`config.mk`:
```
export PLATFORM = sky130hd
export DESIGN_NAME = vga_sync_gen
export DESIGN_NICKNAME = d
export VERILOG_FILES = /design/src/rtl/vga_sync_gen.sv
export SDC_FILE = /design/constraint.sdc
export NUM_CORES = 1
export LEC_CHECK = 0
export ABC_AREA = 1
export CAP_MARGIN = 20
export CORE_AREA = 3 3 64 66
export DETAILED_ROUTE_END_ITERATION = 8
export DIE_AREA = 0 0 67 69
export GPL_ROUTABILITY_DRIVEN = 0
export PLACE_DENSITY = 0.81
export SETUP_SLACK_MARGIN = 0.02
export SLEW_MARGIN = 20
export SYNTH_ARGS = -nofsm -noshare
export SYNTH_HDL_FRONTEND = slang
export SYNTH_SLANG_ARGS = --single-unit
```
`constraint.sdc`:
```
create_clock -name clk -period 3.4 [get_ports clk]
set_input_delay 1.02 -clock clk [delete_from_list [all_inputs] [get_ports clk]]
set_output_delay 1.02 -clock clk [all_outputs]
set_load 0.01 [all_outputs]
```
`src/rtl/vga_sync_gen.sv`:
```
// rtl/vga_sync_gen.sv - VGA raster timing generator (sync, active flag, scan coordinates)
// Optional FrameStart output is enabled by defining PXS_VGA_FRAME_START_EN.
module vga_sync_gen #(
  parameter int   H_ACTIVE = 640,
  parameter int   H_FP     = 16,
  parameter int   H_SYNC   = 96,
  parameter int   H_BP     = 48,
  parameter int   V_ACTIVE = 480,
  parameter int   V_FP     = 10,
  parameter int   V_SYNC   = 2,
  parameter int   V_BP     = 33,
  parameter logic HS_POL   = 1'b0,
  parameter logic VS_POL   = 1'b0
) (
  input  logic       clk,
  input  logic       rst,
  input  logic       enable,
  output logic       hsync,
  output logic       vsync,
  output logic [9:0] xcoord,
  output logic [9:0] ycoord,
  output logic       active_video
`ifdef PXS_VGA_FRAME_START_EN
  ,
  output logic       frame_start
`endif
);

  localparam int H_TOTAL = H_ACTIVE + H_FP + H_SYNC + H_BP;
  localparam int V_TOTAL = V_ACTIVE + V_FP + V_SYNC + V_BP;

  // 11-bit decode bounds so a window edge of exactly 1024 still compares correctly
  localparam logic [10:0] H_ACT_END  = 11'(H_ACTIVE);
  localparam logic [10:0] H_SYNC_BEG = 11'(H_ACTIVE + H_FP);
  localparam logic [10:0] H_SYNC_END = 11'(H_ACTIVE + H_FP + H_SYNC);
  localparam logic [10:0] V_ACT_END  = 11'(V_ACTIVE);
  localparam logic [10:0] V_SYNC_BEG = 11'(V_ACTIVE + V_FP);
  localparam logic [10:0] V_SYNC_END = 11'(V_ACTIVE + V_FP + V_SYNC);
  localparam logic [9:0]  H_LAST     = 10'(H_TOTAL - 1);
  localparam logic [9:0]  V_LAST     = 10'(V_TOTAL - 1);

  if (H_TOTAL > 1024 || V_TOTAL > 1024) begin : g_cfg_check
    $error("vga_sync_gen: H_TOTAL=%0d / V_TOTAL=%0d exceed the 10-bit counters", H_TOTAL, V_TOTAL);
  end

  logic [9:0]  hcnt;
  logic [9:0]  vcnt;
  logic [10:0] hpos;
  logic [10:0] vpos;

  assign hpos = {1'b0, hcnt};
  assign vpos = {1'b0, vcnt};

  // Outputs decode the pre-increment counters so every output describes the same pixel
  always_ff @(posedge clk or posedge rst) begin
    if (rst) begin
      hcnt         <= '0;
      vcnt         <= '0;
      xcoord       <= '0;
      ycoord       <= '0;
      active_video <= 1'b0;
      hsync        <= ~HS_POL;
      vsync        <= ~VS_POL;
`ifdef PXS_VGA_FRAME_START_EN
      frame_start  <= 1'b0;
`endif
    end else if (enable) begin
      xcoord       <= hcnt;
      ycoord       <= vcnt;
      active_video <= (hpos < H_ACT_END) && (vpos < V_ACT_END);
      hsync        <= (hpos >= H_SYNC_BEG && hpos < H_SYNC_END) ? HS_POL : ~HS_POL;
      vsync        <= (vpos >= V_SYNC_BEG && vpos < V_SYNC_END) ? VS_POL : ~VS_POL;
`ifdef PXS_VGA_FRAME_START_EN
      frame_start  <= (hcnt == 10'd0) && (vcnt == 10'd0);
`endif
      if (hcnt == H_LAST) begin
        hcnt <= '0;
        vcnt <= (vcnt == V_LAST) ? 10'd0 : vcnt + 10'd1;
      end else begin
        hcnt <= hcnt + 10'd1;
      end
    end
  end

endmodule

```
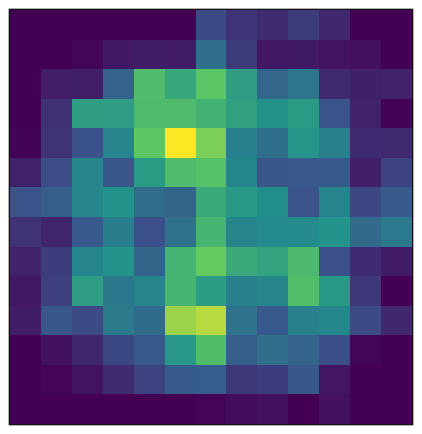
**Above:** wire density map.
Drawn at 6 px/µm. The die is cut into 13 by 14 equal tiles; dark purple is low, yellow is high, scaled to the fullest tile. Values are wire area over tile area, all layers added.
- nearly empty tiles: 19%
- tiles over half the peak: 21%
- mean over tiles: 0.14
- fullest tile: 0.51
- densest ninth of the die: centre
GR Util All Layers: 20.2%
Vias: 1,650
total wire length: 4130 µm
Routed WL per cell: 13.0 µm

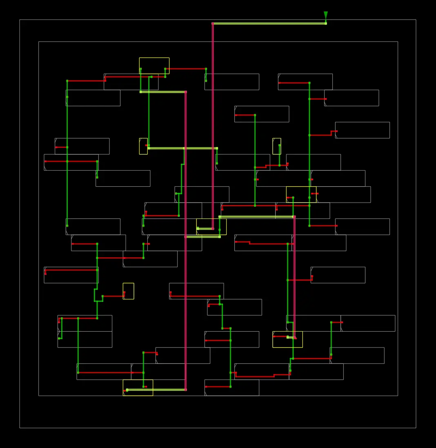
**Above:** clock nets.
Post-Route Skew: 0.00700 ns
CTS buffer count: 5
Late-Pin Clk Latency: 0.30 ns
Clock buffer cells: 7

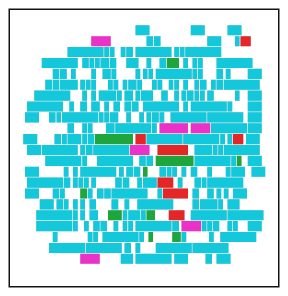
**Above:** drive-strength map.
Drawn at 4 px/µm.
- x2: green (cells 10; most used inv_2)
- x3 and x4: red (cells 7; most used buf_4)
- x1 and smaller: cyan (cells 246; most used nand2_1)
- x6 and larger: magenta (cells 6; most used clkbuf_8)
final setup slack of the worst path: 0.998 ns
Design Area, Final: 2430 µm²
area grow syn2layout: 17.4%
Non-clock buffers: 28

==> results_slide.txt <==
Run Summary

Status
  – Status: finished, final reports clean

Logic synthesis
  – Ys Warns: 0
  – Top cells by area: dfrtp_1, nand2_1, nand3_1
  – Adder and majority cell fraction of the synthesized area: 2.42%
  – Yosys stat area: 2070 µm²
  – Average size of a mapped cell: 8.55 µm²
  – And-or/or-and share of the synthesized area: 7.99%
  – Most used flip-flop cell: dfrtp_1
  – EDFF count, synth: 0
  – Synth Register Bits: 43

Final timing
  – Fmax: 0.416 GHz
  – Unrepaired setup endpoints after global routing: false
  – Final setup violation count: 0

Cells and area
  – Buffering overhead: 11.2%
  – Fillers: 307
  – Final nets: 275
  – Logic inverters: 27
  – Layout cells sized above 1: 8.55%
  – Flop share of the area: 44.4%
  – Final Non-Filler Cells: 317

Clock tree
  – CTS hold repair buffers: 0
  – Clk sinks: 43
  – Post-CTS Setup Bufs: 0

Floorplan
  – Die X: 67 µm
  – # Taps: 48

Global routing
  – Global-route wire length before repair: 7080 µm

Setup path
  – CP required: 2.38 ns

Pwr
  – Pwr top: registers
  – Clock share of power: 24.6%

Drt
  – Antenna Nets Post-Route: 0
  – DRC: 0
[per-layer routing]
layer / up-vias / share of wire (%) / GRT usage, % / routed length [µm]
li1: 828 / - / - / -
met1: 769 / 46 / 28.0 / 1920
met2: 44 / 46 / 29.5 / 1910
met3: 9 / 4.4 / 3.75 / 183
met4: 0 / 2.9 / 11.5 / 121
met5: - / 0 / 0 / 0
[through the flow]
step           power (mW)  cell area, µm²  setup slack, ns  utilization, %  hold slack (ns)
3_5_place_dp        0.990            2350            0.839            64.6            0.467
5_1_grt              1.37            2430            0.974            66.8            0.513
4_1_cts              1.31            2430            0.985            66.8            0.486
2_1_floorplan       0.856            2070             1.38               -            0.491
6_report             1.30            2430            0.998            66.8            0.483
3_3_place_gp        0.975            2350            0.912            64.6            0.455
[cell usage in the layout, fill, tap and decap left out, types with 2 or more instances in the layout]
master           instances
nand2_1                 65
dfrtp_1                 41
clkdlybuf4s50_1         25
inv_1                   24
nor2_1                  21
nand3_1                 18
o21ai_1                 16
o21ai_0                 11
nand4_1                  6
xor2_1                   5
clkbuf_8                 5
ha_1                     4
inv_2                    3
nor3_1                   3
a21oi_1                  3
buf_4                    3
nor2_4                   2
clkbuf_1                 2
dfstp_2                  2
[worst paths after layout]
check / from / to / cells after the start
max: vsync / vsync / 1
min: ycoord[7] / ycoord[7] / 2
max reg2reg: vcnt[0] / vcnt[9] / 7
min reg2reg: ycoord[7] / ycoord[7] / 2
max in group asynchronous: rst / hsync / 3
min in group asynchronous: rst / vcnt[5] / 3
[state kept, by name (all words and copies together) (netlist names)]
name	count
active_video	1
vcnt	10
xcoord	10
ycoord	10
hsync	1
hcnt	10
vsync	1
[worst min-delay path: stages (launching register included)]
cell and delay, ns:
dfrtp_1 0.35, nand2_1 0.05, o21ai_0 0.05
No activity file was given, so power comes from the tool's default toggle rates.
